===== config.mk =====
export PLATFORM = sky130hd
export DESIGN_NAME = cordic_job_controller
export DESIGN_NICKNAME = d
export VERILOG_FILES = /design/src/rtl/cordic_job_controller.sv
export SDC_FILE = /design/constraint.sdc
export NUM_CORES = 1
export LEC_CHECK = 0
export CORE_MARGIN = 3
export CORE_UTILIZATION = 52
export DETAILED_ROUTE_END_ITERATION = 12
export PLACE_DENSITY = 0.79
export SLEW_MARGIN = 10
export SYNTH_ARGS = -nofsm -noshare
export SYNTH_HDL_FRONTEND = slang
export SYNTH_SLANG_ARGS = --single-unit
export TNS_END_PERCENT = 50

===== constraint.sdc =====
create_clock -name clock -period 4.5 [get_ports clock]
set_input_delay 0.675 -clock clock [delete_from_list [all_inputs] [get_ports clock]]
set_output_delay 0.675 -clock clock [all_outputs]
set_load 0.01 [all_outputs]

===== src/rtl/cordic_job_controller.sv =====
// cordic_job_controller
//    Issues vectoring/rotation jobs to a fixed-latency CORDIC core, tracks
//    each job through the core pipeline, and collects the results in a
//    first-word-fall-through FIFO. Issue is credit-limited so the FIFO
//    cannot overflow. The core's mode input is shared by all of its stages,
//    so a job whose mode differs from the jobs in flight waits until the
//    pipeline has drained.
//
//    Ports
//       clock, reset_n              system clock, async active-low reset
//       in_valid/in_ready           job handshake
//       in_x/in_y/in_angle/in_mode  job operands and mode (01 is illegal)
//       in_tag                      user tag returned with the result
//       core_x/y/angle/mode         registered drive into the core
//       core_rx/ry/rangle           core results
//       out_valid/out_ready         result handshake (FIFO head)
//       out_x/y/angle/tag/err       result fields
//       busy                        jobs in flight or results pending
//
//    state  | meaning
//    IDLE   | nothing in flight; any request is accepted
//    RUN    | jobs in flight; same-mode requests accepted while credits last
//    DRAIN  | mode change requested; waiting for the pipeline to empty
module cordic_job_controller #(
   parameter int LATENCY    = 17,
   parameter int FIFO_DEPTH = 4,
   parameter int TAG_WIDTH  = 4
) (
   input  logic                 clock,
   input  logic                 reset_n,
   input  logic                 in_valid,
   output logic                 in_ready,
   input  logic [31:0]          in_x,
   input  logic [31:0]          in_y,
   input  logic [31:0]          in_angle,
   input  logic [1:0]           in_mode,
   input  logic [TAG_WIDTH-1:0] in_tag,
   output logic [31:0]          core_x,
   output logic [31:0]          core_y,
   output logic [31:0]          core_angle,
   output logic [1:0]           core_mode,
   input  logic [31:0]          core_rx,
   input  logic [31:0]          core_ry,
   input  logic [31:0]          core_rangle,
   output logic                 out_valid,
   input  logic                 out_ready,
   output logic [31:0]          out_x,
   output logic [31:0]          out_y,
   output logic [31:0]          out_angle,
   output logic [TAG_WIDTH-1:0] out_tag,
   output logic                 out_err,
   output logic                 busy
);

   localparam int CW = $clog2(FIFO_DEPTH + 1);
   localparam int PW = (FIFO_DEPTH > 1) ? $clog2(FIFO_DEPTH) : 1;
   localparam int EW = 97 + TAG_WIDTH;
   localparam logic [CW:0]   CREDITS = (CW+1)'(FIFO_DEPTH);
   localparam logic [CW-1:0] DEPTH_C = CW'(FIFO_DEPTH);
   localparam logic [1:0]    MODE_CIRC = 2'b10;

   typedef enum logic [1:0] {S_IDLE, S_RUN, S_DRAIN} state_t;

   state_t                 state_q, state_d;
   logic [31:0]            core_x_q, core_x_d, core_y_q, core_y_d;
   logic [31:0]            core_angle_q, core_angle_d;
   logic [1:0]             core_mode_q, core_mode_d;
   logic [CW-1:0]          inflight_q, inflight_d, fifo_cnt_q, fifo_cnt_d;
   logic [PW-1:0]          wr_ptr_q, wr_ptr_d, rd_ptr_q, rd_ptr_d;
   logic                   sr_vld_q [LATENCY];
   logic                   sr_vld_d [LATENCY];
   logic [TAG_WIDTH-1:0]   sr_tag_q [LATENCY];
   logic [TAG_WIDTH-1:0]   sr_tag_d [LATENCY];
   logic                   sr_err_q [LATENCY];
   logic                   sr_err_d [LATENCY];
   logic [EW-1:0]          fifo_q [FIFO_DEPTH];
   logic [EW-1:0]          fifo_d [FIFO_DEPTH];

   logic [1:0]    mode_eff;
   logic          mode_err, mode_ok, credit_ok, accept, retire, fifo_rd;
   logic [CW:0]   credits_used;
   logic [EW-1:0] head;

   function automatic logic [PW-1:0] ptr_inc(input logic [PW-1:0] p);
      return (p == PW'(FIFO_DEPTH - 1)) ? '0 : p + 1'b1;
   endfunction

   // Illegal mode 01 runs as CIRCULAR and is flagged on the result.
   assign mode_err     = (in_mode == 2'b01);
   assign mode_eff     = mode_err ? MODE_CIRC : in_mode;
   assign mode_ok      = (inflight_q == '0) || (mode_eff == core_mode_q);
   assign credits_used = {1'b0, inflight_q} + {1'b0, fifo_cnt_q};
   assign credit_ok    = (credits_used < CREDITS);
   assign in_ready     = reset_n && credit_ok && (state_q != S_DRAIN) && mode_ok;
   assign accept       = in_valid && in_ready;
   assign retire       = sr_vld_q[LATENCY-1];
   assign out_valid    = (fifo_cnt_q != '0);
   assign fifo_rd      = out_valid && out_ready;
   assign busy         = (inflight_q != '0) || out_valid;

   always_comb begin
      state_d = state_q;
      case (state_q)
         S_IDLE:  if (accept) state_d = S_RUN;
         S_RUN: begin
            if (accept)                      state_d = S_RUN;
            else if (in_valid && !mode_ok)   state_d = S_DRAIN;
            else if (inflight_q == '0)       state_d = S_IDLE;
         end
         S_DRAIN: if (inflight_q == '0) state_d = S_IDLE;
         default: state_d = S_IDLE;
      endcase
   end

   always_comb begin
      core_x_d     = core_x_q;
      core_y_d     = core_y_q;
      core_angle_d = core_angle_q;
      core_mode_d  = core_mode_q;
      if (accept) begin
         core_x_d     = in_x;
         core_y_d     = in_y;
         core_angle_d = in_angle;
         core_mode_d  = mode_eff;
      end
      inflight_d = inflight_q + CW'(accept) - CW'(retire);
      fifo_cnt_d = fifo_cnt_q + CW'(retire) - CW'(fifo_rd);
      wr_ptr_d   = retire  ? ptr_inc(wr_ptr_q) : wr_ptr_q;
      rd_ptr_d   = fifo_rd ? ptr_inc(rd_ptr_q) : rd_ptr_q;

      sr_vld_d[0] = accept;
      sr_tag_d[0] = in_tag;
      sr_err_d[0] = mode_err;
      for (int i = 1; i < LATENCY; i++) begin
         sr_vld_d[i] = sr_vld_q[i-1];
         sr_tag_d[i] = sr_tag_q[i-1];
         sr_err_d[i] = sr_err_q[i-1];
      end

      fifo_d = fifo_q;
      if (retire)
         fifo_d[wr_ptr_q] = {sr_err_q[LATENCY-1], sr_tag_q[LATENCY-1],
                             core_rx, core_ry, core_rangle};
   end

   always_ff @(posedge clock or negedge reset_n) begin
      if (!reset_n) begin
         state_q      <= S_IDLE;
         core_x_q     <= '0;
         core_y_q     <= '0;
         core_angle_q <= '0;
         core_mode_q  <= MODE_CIRC;
         inflight_q   <= '0;
         fifo_cnt_q   <= '0;
         wr_ptr_q     <= '0;
         rd_ptr_q     <= '0;
         for (int i = 0; i < LATENCY; i++) begin
            sr_vld_q[i] <= 1'b0;
            sr_tag_q[i] <= '0;
            sr_err_q[i] <= 1'b0;
         end
      end else begin
         state_q      <= state_d;
         core_x_q     <= core_x_d;
         core_y_q     <= core_y_d;
         core_angle_q <= core_angle_d;
         core_mode_q  <= core_mode_d;
         inflight_q   <= inflight_d;
         fifo_cnt_q   <= fifo_cnt_d;
         wr_ptr_q     <= wr_ptr_d;
         rd_ptr_q     <= rd_ptr_d;
         sr_vld_q     <= sr_vld_d;
         sr_tag_q     <= sr_tag_d;
         sr_err_q     <= sr_err_d;
      end
   end

   // Storage needs no reset: the outputs are gated by out_valid.
   always_ff @(posedge clock) begin
      fifo_q <= fifo_d;
   end

   assign head       = fifo_q[rd_ptr_q];
   assign out_err    = out_valid && head[EW-1];
   assign out_tag    = out_valid ? head[EW-2 -: TAG_WIDTH] : '0;
   assign out_x      = out_valid ? head[95:64] : '0;
   assign out_y      = out_valid ? head[63:32] : '0;
   assign out_angle  = out_valid ? head[31:0]  : '0;
   assign core_x     = core_x_q;
   assign core_y     = core_y_q;
   assign core_angle = core_angle_q;
   assign core_mode  = core_mode_q;

   a_fifo_no_overflow: assert property (@(posedge clock) disable iff (!reset_n)
      !(retire && (fifo_cnt_q == DEPTH_C)));

endmodule


Figure 1. Floorplan with the power grid (run 1).
Pins as bars on the die edge.
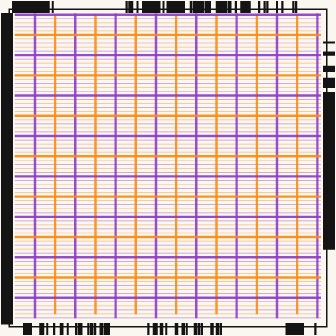
colour	net
purple	VSS
orange	VDD
signal pins	404
met5 straps	15
rows	75
VDD IR-drop max: 506 uV
overall die height: 213 um

Figure 2. Cells coloured by class (run 1).
The bar under the picture is 50 um long.
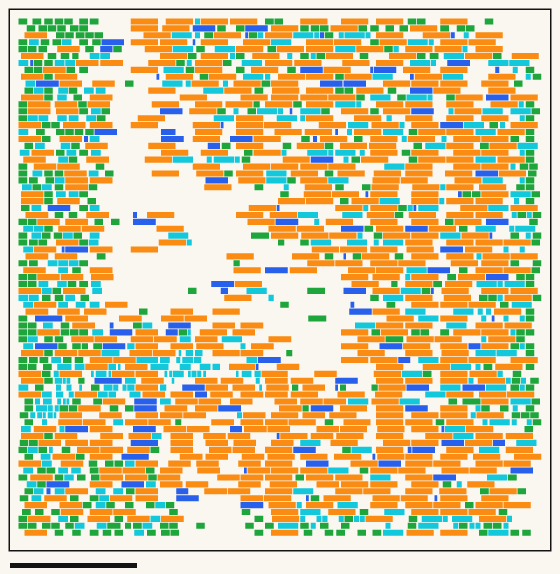
colour	class	cells	share of their area
cyan	all other logic	369	16%
orange	flip-flops	616	62%
blue	clock drivers and dummy loads	113	7.0%
green	other buffers and delay cells	422	15%
core area: 42000 sq um
Final Util: 0.687
Final Cell Area: 28900 sq um
share of cell area taken by flip-flops and latches: 0.604

Figure 3. Clock network drawn from the DEF (run 1).
The bar under the picture is 50 um long.
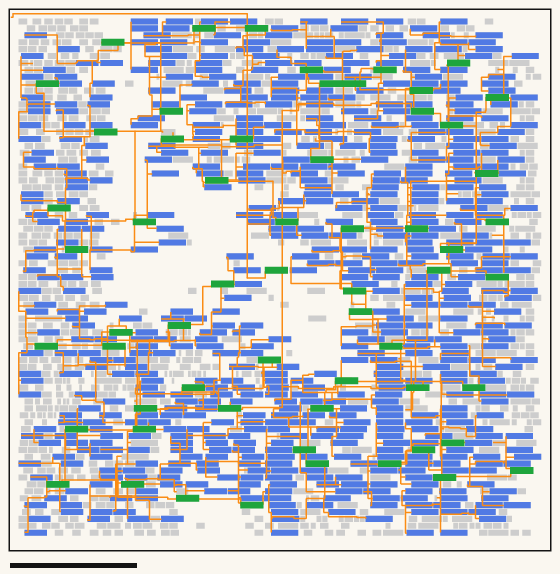
[orange] clock wires | length: 6640 um
[green] cells driving clock nets | count: 60
[blue] flip-flops | count: 616
flops lie	widely spread
Clock net power: 0.00494 W
Clock power frac: 0.274

Figure 4. Routed metal, one colour a layer (run 1).
Only two layers are drawn.
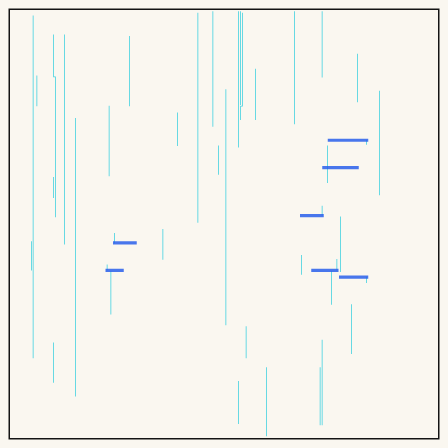
colour	layer	wire length
cyan	met4	1590 um
blue	met5	87.4 um
number of vias in the routed layout: 11200
wire length per cell: 24.2 um

[run 1: worst reg2reg max path: stages, from the launching register on]
cell and delay, ps:
sky130_fd_sc_hd__dfrtp_1 420, sky130_fd_sc_hd__ha_1 350, sky130_fd_sc_hd__nor4b_4 320, sky130_fd_sc_hd__nand4_1 260, sky130_fd_sc_hd__a21oi_4 190, sky130_fd_sc_hd__buf_4 670
sky130_fd_sc_hd__buf_4 550, sky130_fd_sc_hd__mux2_2 430
[run 1: cells in the mapped netlist (all sizes together)]
library cell	instances
nand2b	3
nand3	2
nor3	2
dfrtp	211
mux4	101
nand2	4
nor2b	1
a21oi	3
or3	3
nor4bb	1
and2	107
nor2	3
a31oi	2
xnor2	4
clkbuf	19
buf	25
and4	1
nor4b	1
ha	11
a21o	1
o22ai	1
nand4	3
mux2	97
dfstp	1
or2	1
a221oi	1
edfxtp	404
inv	11
o21ai	3
fa	2
[run 1: cell families (layout without fill, tap and decap cells)]
kind of cell,after synthesis,count (layout)
AND-OR/OR-AND,11,11
XOR/XNOR,4,4
adder cells (fa/ha/maj),13,13
buffers and inverters,55,546
flip-flops,616,616
multiplexers,198,198
other,0,6
AND/OR/NAND/NOR,132,132
[run 1: per-layer routing]
metal | wire length (um) | up-vias | share of wire
met5 | 87 | - | 0.0017
met4 | 1590 | 14 | 0.032
met3 | 4880 | 92 | 0.098
met2 | 25100 | 458 | 0.50
met1 | 18300 | 5754 | 0.37
li1 | - | 4857 | -
[run 1: final cells by class]
cell class                 count  area, sq um
timing repair buffer         422         4240
tap                          539          674
antenna                        6         15.0
multi-input combinational    358         4510
inverter                      11         41.3
clock buffer                  93         1760
clock inverter                20          213
sequential                   616        17400
fill                        2677        13100
==> flow_summary.yaml, run 1 <==
# flow metrics
run_status:
  run_status: "finished clean"
yosys:
  yosys_warnings: 0
  syn_avg_cell_area_sq_um: 21.6
  netlist-cell-type-count: 37
  ys_seq_elements: 616
  post_synth_instance_area_sq_um: 22200
grt:
  grtUsageMet3: 0.0834
route:
  viasPerCell: 5.41
  finalWirelength_um: 50000
min_path:
  hp-class: "input pin to async pin"
power_and_ir_drop:
  power.leakage_nw: 10.4
placement:
  placed_cell_areas_sq_um: 26900
  pre_cts_ws_ps: 934
sta:
  maximum_clock_frequency_mhz: 269
  fin_crit_ps: 3720
  hold_slack_ps: 299
setup_path:
  r2r_start: "inflight_q[2]$_DFF_PN0_"
  worst_setup_path_end_kind: "output port"
cells_and_area:
  post_layout_instance_count_excluding_filler_cells: 2065
die:
  design.die.area_sq_um: 45200
clock_network:
  clkLatencyLatePin_ps: 600
Figure 5. Clock wiring as the flow saved it (run 1).
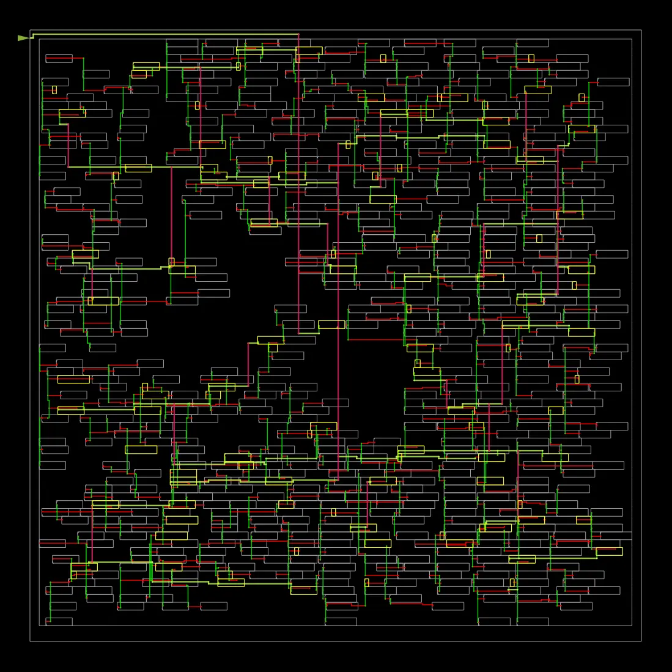

==> run 1 -> run 2 <==
--- a/config.mk
+++ b/config.mk
@@ -6,9 +6,9 @@
 export NUM_CORES = 1
 export LEC_CHECK = 0
 export CORE_MARGIN = 3
-export CORE_UTILIZATION = 52
+export CORE_UTILIZATION = 47
 export DETAILED_ROUTE_END_ITERATION = 12
-export PLACE_DENSITY = 0.79
+export PLACE_DENSITY = 0.76
 export SLEW_MARGIN = 10
 export SYNTH_ARGS = -nofsm -noshare
 export SYNTH_HDL_FRONTEND = slang
==> constraint.sdc (replaced) <==
create_clock -name clock -period 3.2 [get_ports clock]
set_input_delay 0.48 -clock clock [delete_from_list [all_inputs] [get_ports clock]]
set_output_delay 0.48 -clock clock [all_outputs]
set_load 0.01 [all_outputs]
Figure 6. Clock wiring as the flow saved it (run 2).
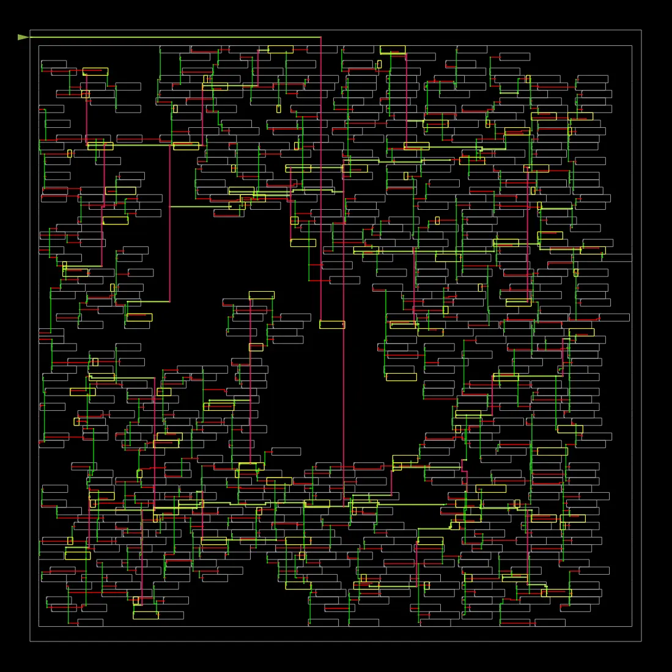
Num Clock Sinks: 616
seq_cells: 616
Clock net power: 0.00670 W

Figure 7. Cells coloured by class (run 2).
The bar under the picture is 50 um long.
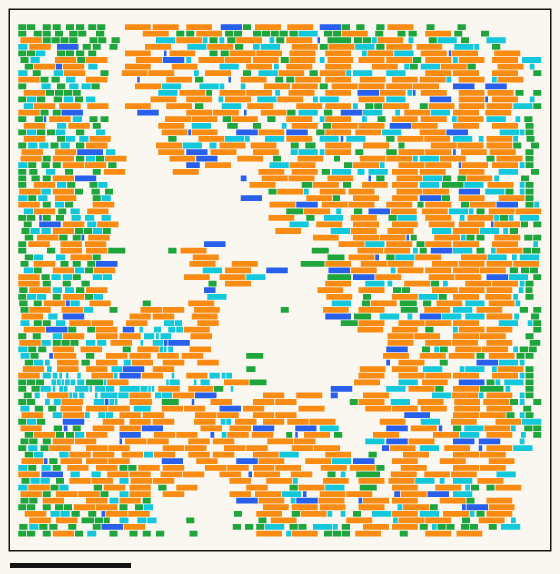
colour	class	cells	share of their area
blue	clock drivers and dummy loads	110	6.6%
cyan	all other logic	369	16%
orange	flip-flops	616	61%
green	other buffers and delay cells	431	16%
Final Util: 0.635
core area: 46000 sq um
Site Rows: 78
share of cell area taken by flip-flops and latches: 0.598

==> flow_summary.yaml, run 2 <==
# flow metrics
yosys:
  ys_seq_elements: 616
  number_of_synthesized_flops_with_an_enable_pin: 404
  ys_top_cells_by_count: "404 x sky130_fd_sc_hd__edfxtp_1, 211 x sky130_fd_sc_hd__dfrtp_1, 107 x sky130_fd_sc_hd__and2_1, 101 x sky130_fd_sc_hd__mux4_2, 77 x sky130_fd_sc_hd__mux2_2"
  netlist-cell-type-count: 37
  async_flop_share: 0.344
  yosysMostFrequentCell: "sky130_fd_sc_hd__edfxtp_1"
  syn_avg_cell_area_sq_um: 21.6
  yosys_warnings: 0
die:
  design.die.area_sq_um: 49900
  die_h_um: 223
route:
  viasPerCell: 5.28
  vias: 11200
  wire_length_per_cell_um: 24.4
  finalWirelength_um: 51900
min_path:
  hp-class: "input pin to async pin"
run_status:
  run_status: "complete, but fails checks"
  violations_in_the_final_reports: "setup timing"
sta:
  total_of_endpoints_with_negative_setup_slack_in_the_final_report: 1
  setup_ws_ps: -15.1
cells_and_area:
  fillCellCount: 3131
  post_layout_instance_count_excluding_filler_cells: 2130
power_and_ir_drop:
  power.leakage_nw: 10.6
setup_path:
  worst_setup_path_end_kind: "output port"
  r2r_start: "inflight_q[2]$_DFF_PN0_"
[run 2: cell counts after synthesis]
Identical to the previous run, type by type.
[run 2: cell type report]
| type | count | share of cell area |
|---|---|---|
| antenna | 4 | 0.000343 |
| clock buffer | 71 | 0.0543 |
| clock inverter | 39 | 0.0105 |
| inverter | 11 | 0.00141 |
| multi-input combinational | 358 | 0.155 |
| sequential | 616 | 0.598 |
| tap | 600 | 0.0257 |
| timing repair buffer | 431 | 0.156 |
[run 2: logic make-up after synthesis]
group | Yosys count | synth area share
XOR/XNOR | 4 | 0.00158
flip-flops | 616 | 0.786
adder cells (fa/ha/maj) | 13 | 0.00800
multiplexers | 198 | 0.152
buffers and inverters | 55 | 0.0119
AND/OR/NAND/NOR | 132 | 0.0375
AND-OR/OR-AND | 11 | 0.00372
[run 2: metal layers]
metal  track usage  vias up  share of wire
li1              -     4884              -
met1         0.244     5808           0.36
met2         0.349      445           0.50
met3        0.0791      100          0.091
met4        0.0878       12          0.045
met5             0        -         0.0015
[run 2: stage by stage]
stage | area [sq um] | hold WS [ps] | util | worst slack, ps | TNS (ps)
final | 29200 | 7.95 | 0.635 | -15.1 | -15.1
after global routing | 29200 | 32.4 | 0.635 | -21.3 | -121
after CTS | 29100 | 1.17 | 0.634 | -5.80 | -5.80
after detailed placement | 27100 | 335 | 0.590 | 211 | 0
after global placement | 27100 | 331 | 0.590 | 262 | 0
after floorplan | 22200 | 184 | - | -204 | -33310
[run 2: power breakdown]
group / internal (W) / leakage, nW / switching, W
logic: 0.00509 / 3.39 / 0.00373
registers: 0.00945 / 6.24 / 0.000556
clock network: 0.00384 / 0.931 / 0.00286
total: 0.0184 / 10.6 / 0.00714
Power figures rest on the tool's default switching activity, not on a simulated workload.
